Fig. 1: cell sizes after repair
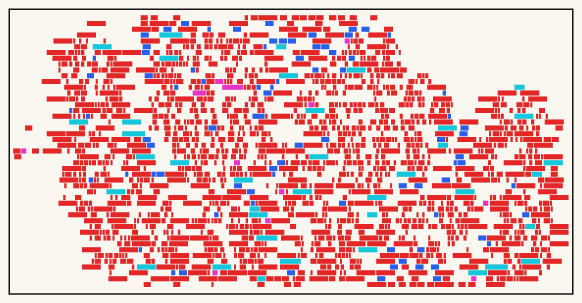
Fig. 2: wiring heat map
Bar = 100 um. The die is cut into 26 by 13 equal tiles; dark purple is low, yellow is high, scaled to the fullest tile. Values are wire area over tile area, all layers added.
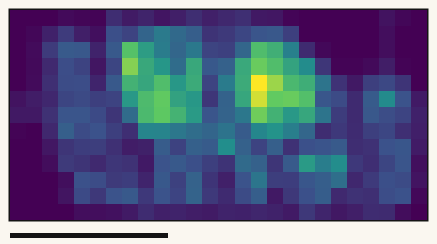
Fig. 3: port wiring
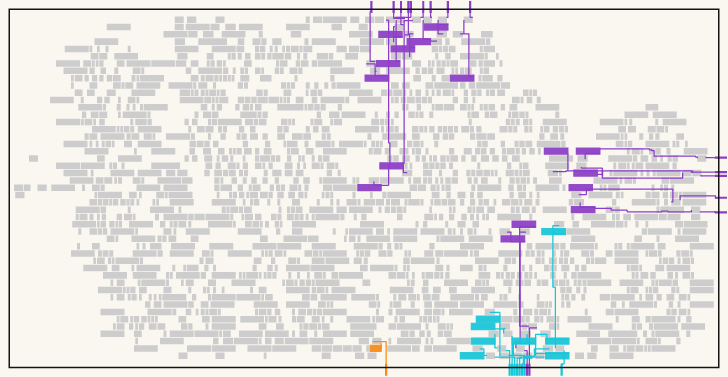
===== config.mk =====
export PLATFORM = sky130hd
export DESIGN_NAME = pilot_input_ctrl
export DESIGN_NICKNAME = d
export VERILOG_FILES = /design/src/rtl/flight_pkg.sv /design/src/rtl/debouncer.sv /design/src/rtl/pilot_input_ctrl.sv
export SDC_FILE = /design/constraint.sdc
export NUM_CORES = 1
export LEC_CHECK = 0
export CAP_MARGIN = 5
export CORE_ASPECT_RATIO = 0.5
export CORE_MARGIN = 1
export CORE_UTILIZATION = 41
export DETAILED_ROUTE_END_ITERATION = 16
export GPL_ROUTABILITY_DRIVEN = 0
export GPL_TIMING_DRIVEN = 0
export SYNTH_ARGS = -nofsm -noshare
export SYNTH_HDL_FRONTEND = slang
export SYNTH_SLANG_ARGS = --single-unit

===== constraint.sdc =====
create_clock -name clk -period 13.3 [get_ports clk]
set_input_delay 2.66 -clock clk [delete_from_list [all_inputs] [get_ports clk]]
set_output_delay 2.66 -clock clk [all_outputs]
set_load 0.01 [all_outputs]

===== src/rtl/flight_pkg.sv =====
// flight_pkg: constants, button bit indices and handshake states shared by the flight-control blocks
package flight_pkg;
  localparam int ANGLE_WIDTH = 16;
  localparam int COORD_WIDTH = 32;
  localparam int NUM_BTNS = 6;
  localparam int BTN_PITCH_UP = 0;
  localparam int BTN_PITCH_DOWN = 1;
  localparam int BTN_ROLL_LEFT = 2;
  localparam int BTN_ROLL_RIGHT = 3;
  localparam int BTN_THR_UP = 4;
  localparam int BTN_THR_DOWN = 5;
  typedef enum logic {IDLE, HOLD} hs_state_e;
endpackage


===== src/rtl/debouncer.sv =====
// debouncer: 2-FF synchroniser followed by a stable-count filter on one button
module debouncer #(
  parameter int DEBOUNCE_CYCLES = 500000
) (
  input  logic clk,
  input  logic reset,
  input  logic raw,
  output logic level
);
  localparam int CW = $clog2(DEBOUNCE_CYCLES + 1);
  logic sync1_q, sync2_q, level_q, level_d, differ, done;
  logic [CW-1:0] cnt_q, cnt_d;
  always_comb begin
    differ = sync2_q != level_q;
    done = differ && cnt_q == CW'(DEBOUNCE_CYCLES - 1);
    cnt_d = (differ && !done) ? cnt_q + 1'b1 : '0;
    level_d = done ? sync2_q : level_q;
  end
  always_ff @(posedge clk or posedge reset) begin
    if (reset) begin
      sync1_q <= 1'b0;
      sync2_q <= 1'b0;
      cnt_q <= '0;
      level_q <= 1'b0;
    end else begin
      sync1_q <= raw;
      sync2_q <= sync1_q;
      cnt_q <= cnt_d;
      level_q <= level_d;
    end
  end
  assign level = level_q;
endmodule


===== src/rtl/pilot_input_ctrl.sv =====
// pilot_input_ctrl: debounced buttons -> tick-ramped pitch/roll/throttle, snapshotted over request/ready
module pilot_input_ctrl #(
  parameter int ANGLE_WIDTH = flight_pkg::ANGLE_WIDTH,
  parameter int DEBOUNCE_CYCLES = 500000,
  parameter int TICK_CYCLES = 5000000,
  parameter int RATE_STEP = 5,
  parameter int RATE_MAX = 45,
  parameter int THROTTLE_STEP = 1,
  parameter int THROTTLE_MAX = 100,
  parameter int THROTTLE_INIT = 0,
  parameter int AUTO_CENTER = 1
) (
  input  logic                          clk,
  input  logic                          reset,
  input  logic [5:0]                    btn_raw,
  input  logic                          request_input,
  output logic                          input_ready,
  output logic signed [ANGLE_WIDTH-1:0] pitch_change,
  output logic signed [ANGLE_WIDTH-1:0] roll_change,
  output logic [7:0]                    throttle,
  output logic [5:0]                    btn_state
);
  import flight_pkg::*;
  localparam int TW = TICK_CYCLES > 1 ? $clog2(TICK_CYCLES) : 1;
  localparam logic signed [ANGLE_WIDTH:0] R_STEP = (ANGLE_WIDTH + 1)'(RATE_STEP);
  localparam logic signed [ANGLE_WIDTH:0] R_MAX = (ANGLE_WIDTH + 1)'(RATE_MAX);
  localparam logic [8:0] T_STEP = 9'(THROTTLE_STEP);
  localparam logic [8:0] T_MAX = 9'(THROTTLE_MAX);
  localparam logic [8:0] T_INIT = 9'(THROTTLE_INIT);

  // Working values carry one spare bit so the step never wraps before clamping.
  function automatic logic signed [ANGLE_WIDTH:0] axis_next(logic pos, logic neg,
                                                            logic signed [ANGLE_WIDTH:0] v);
    logic signed [ANGLE_WIDTH:0] up, dn;
    up = v + R_STEP;
    dn = v - R_STEP;
    if (pos && !neg) return up > R_MAX ? R_MAX : up;
    if (neg && !pos) return dn < -R_MAX ? -R_MAX : dn;
    if (AUTO_CENTER == 0) return v;
    if (v > 0) return v > R_STEP ? dn : '0;
    return v < -R_STEP ? up : '0;
  endfunction

  function automatic logic [8:0] thr_next(logic up_btn, logic dn_btn, logic [8:0] t);
    logic [8:0] up;
    up = t + T_STEP;
    return (up_btn && !dn_btn) ? (up > T_MAX ? T_MAX : up) :
           (dn_btn && !up_btn) ? (t < T_STEP ? 9'd0 : t - T_STEP) : t;
  endfunction

  for (genvar i = 0; i < NUM_BTNS; i++) begin : g_db
    debouncer #(.DEBOUNCE_CYCLES(DEBOUNCE_CYCLES)) u_db (
      .clk(clk),
      .reset(reset),
      .raw(btn_raw[i]),
      .level(btn_state[i])
    );
  end

  logic [TW-1:0] tick_cnt_q, tick_cnt_d;
  logic tick;
  logic signed [ANGLE_WIDTH:0] pitch_q, pitch_d, roll_q, roll_d;
  logic [8:0] thr_q, thr_d;
  hs_state_e state_q;

  always_comb begin
    tick = tick_cnt_q == TW'(TICK_CYCLES - 1);
    tick_cnt_d = tick ? '0 : tick_cnt_q + 1'b1;
    pitch_d = tick ? axis_next(btn_state[BTN_PITCH_UP], btn_state[BTN_PITCH_DOWN], pitch_q) : pitch_q;
    roll_d = tick ? axis_next(btn_state[BTN_ROLL_RIGHT], btn_state[BTN_ROLL_LEFT], roll_q) : roll_q;
    thr_d = tick ? thr_next(btn_state[BTN_THR_UP], btn_state[BTN_THR_DOWN], thr_q) : thr_q;
  end

  always_ff @(posedge clk or posedge reset) begin
    if (reset) begin
      tick_cnt_q <= '0;
      pitch_q <= '0;
      roll_q <= '0;
      thr_q <= T_INIT;
    end else begin
      tick_cnt_q <= tick_cnt_d;
      pitch_q <= pitch_d;
      roll_q <= roll_d;
      thr_q <= thr_d;
    end
  end

  // Snapshot reads the registered working values, so a coincident tick lands in the next handshake.
  always_ff @(posedge clk or posedge reset) begin
    if (reset) begin
      state_q <= IDLE;
      input_ready <= 1'b0;
      pitch_change <= '0;
      roll_change <= '0;
      throttle <= T_INIT[7:0];
    end else if (state_q == IDLE && request_input) begin
      state_q <= HOLD;
      input_ready <= 1'b1;
      pitch_change <= pitch_q[ANGLE_WIDTH-1:0];
      roll_change <= roll_q[ANGLE_WIDTH-1:0];
      throttle <= thr_q[7:0];
    end else if (state_q == HOLD && !request_input) begin
      state_q <= IDLE;
      input_ready <= 1'b0;
    end
  end
endmodule


==> reports/results.ini <==
[sta]
tns_ns=0
fin_skew_ns=0.0141
slew_viol_final=0
setup_viol=0
hold_viol_final=0
period_used_share=0.358
fmax_mhz=210

[floorplanning]
rows=47

[critical_path]
path_cells=clkbuf_1 -> or4_1 -> nor4_1 -> nand2_1 -> xnor2_1 -> nor4_1 -> nand4_1 -> ha_1 -> nor2_1 -> o21ai_0 -> a211oi_1 -> mux2i_1 -> o21ai_0
cp_top_family=simple AND/OR/NAND/NOR gates
slowest_delay_ns=0.71
crit_slowest_cell=nor2_1
critPathCaptureType=register

[status]
status=complete, no violations

[clock_network]
clock_latency_ns=0.54
root_buffer=clkbuf_16
cts_tree=yes
numCtsBuffers=25
htreeDepth=1
ctsResizeCount=0
cts_setup_buffers=0

[synthesis]
ys_cells=1576
top_cell_area_share=0.426
syn_nets=1605
synthAoiAreaFrac=0.131
flop_cell=dfrtp_1
ys_ff=239
syn_area_um2=14000
mux_area_frac=0.0397
edf_count=0
yosysTopAreaCell=dfrtp_1
ys_top_logic_family=simple AND/OR/NAND/NOR gates
synth_cells=1576
simple_gate_area_frac=0.237

[job]
drv_cap=0

[global_routing]
antenna_found_initial=0

[layout]
drive_gt1_frac=0.0787
area_growth_pct=14.5
layoutNonFillerInstCount=2119
antenna_cells=0
final.fill_count=3157

[power]
p_per_area_nw_per_um2=96.7
power.net_switching_mw=0.352
ir_drop_mv=0.0623
swShare=0.226
clockPowerShare=0.479

[detailed_routing]
via_per_inst=5.69
wl_per_cell_um=17.2
drcViolationCount=0
routed-via-count=12100
dr.pass1.iters=5

[min_path]
hold_path.class=register to register

-- Fig. 1 (at the start) --
legend:
  cyan:
    size: drive 6 and up
    cells: 38
    share: 2.3%
  red:
    size: drive 1 or less
    cells: 1,546
    share: 92%
  blue:
    size: drive 2
    cells: 82
    share: 4.9%
  magenta:
    size: drive 3 to 4
    cells: 12
    share: 0.72%

-- Fig. 2 (at the start) --
tiles over half the peak: 12%
nearly empty tiles: 15%
mean over tiles: 0.17
fullest tile: 0.76
densest ninth of the die: centre
emptiest ninth of the die: north-east

-- Fig. 3 (at the start) --
legend:
  purple:
    port: `pitch_change`
    bits: 16
    direction: output
    edge: 9 north, 5 east, 2 south
    end_cells: 16
    wire: 705 um
  orange:
    port: `request_input`
    bits: 1
    direction: input
    edge: south
    end_cells: 1
    wire: 17.4 um
  cyan:
    port: `throttle`
    bits: 8
    direction: output
    edge: south
    end_cells: 8
    wire: 222 um
io pins: 56
I/O Buffers: 55

## Yosys cell counts (all sizes together), types with 25 or more instances
cell type and number:
a21oi 62, a31oi 26, and3 25, clkbuf 75, dfrtp 239, inv 40, mux2 45, nand2 124
nand3 81, nand4 31, nor2 221, nor3 54, nor4 41, o21ai 62, xnor2 86, xor2 88
## power by group through the flow
| stage | registers [mW] | clock network, mW | logic (mW) |
|---|---|---|---|
| 2_1_floorplan | 0.754 | 0 | 0.0463 |
| 4_1_cts | 0.741 | 0.767 | 0.0721 |
| 6_report | 0.741 | 0.744 | 0.0692 |
| 3_3_place_gp | 0.755 | 0 | 0.0691 |
| 3_5_place_dp | 0.754 | 0 | 0.0719 |
| 5_1_grt | 0.741 | 0.798 | 0.0781 |
## worst paths after layout
check	start	endpoint	slack, ns	depth (start not counted)
max	pitch_q[4]$_DFFE_PP0N_	pitch_q[5]$_DFFE_PP0N_	8.54	13
min reg2reg	g_db[3].u_db.sync1_q$_DFF_PP0_	g_db[3].u_db.sync2_q$_DFF_PP0_	0.35	0
min in group asynchronous	reset	tick_cnt_q[18]$_DFF_PP0_	2.54	2
max in group asynchronous	reset	g_db[4].u_db.sync2_q$_DFF_PP0_	9.93	3
min	g_db[3].u_db.sync1_q$_DFF_PP0_	g_db[3].u_db.sync2_q$_DFF_PP0_	0.35	0
max reg2reg	pitch_q[4]$_DFFE_PP0N_	pitch_q[5]$_DFFE_PP0N_	8.54	13
## cell families after synthesis
family	after synthesis
mux	50
compound gates	276
flops	239
xor+xnor	174
simple gates	680
fa+ha+maj	20
buf+inv	137
## metrics by stage
stage,area (um^2),power [mW],setup slack (ns),hold slack [ns]
final,16100,1.55,8.54,0.348
after detailed placement,15200,0.826,8.58,0.335
after CTS,16100,1.58,8.69,0.349
after floorplan,14000,0.800,4.08,0.331
after global routing,16100,1.62,8.27,0.364
after global placement,15100,0.824,0.816,0.333
## worst register-to-register path: stages, from the launching register on
cell      delay [ns]
dfrtp_1         0.41
clkbuf_1        0.23
or4_1           0.66
nor4_1          0.61
nand2_1         0.18
xnor2_1         0.18
nor4_1          0.24
nand4_1         0.19
ha_1            0.44
nor2_1          0.71
o21ai_0         0.27
a211oi_1        0.31
mux2i_1         0.11
o21ai_0         0.13
## routing by layer
metal,up-vias,share of wire,track usage
met5,-,0,0
met4,0,0.028,0.0647
met3,85,0.080,0.0422
met2,464,0.43,0.317
met1,5752,0.46,0.302
li1,5764,-,-
## flip-flops by register name (all words and copies together) (netlist names), 6 cells and up
name and cells:
roll_change 16, throttle 8, g_db.u_db.cnt_q 114, roll_q 17, thr_q 9, g_db.u_db.sync2_q 6
pitch_change 16, tick_cnt_q 23, g_db.u_db.level 6, pitch_q 17, g_db.u_db.sync1_q 6
## area by class of cell
| class | count | area share |
|---|---|---|
| flip-flops and latches | 239 | 0.372 |
| repair buffers | 57 | 0.0377 |
| clock inverters | 10 | 0.00841 |
| clock buffers | 35 | 0.0456 |
| well taps | 441 | 0.0343 |
| plain buffers | 96 | 0.0245 |
| multi-input cells | 1200 | 0.467 |
| inverters | 41 | 0.0100 |
Power and IR drop assume default switching activity.
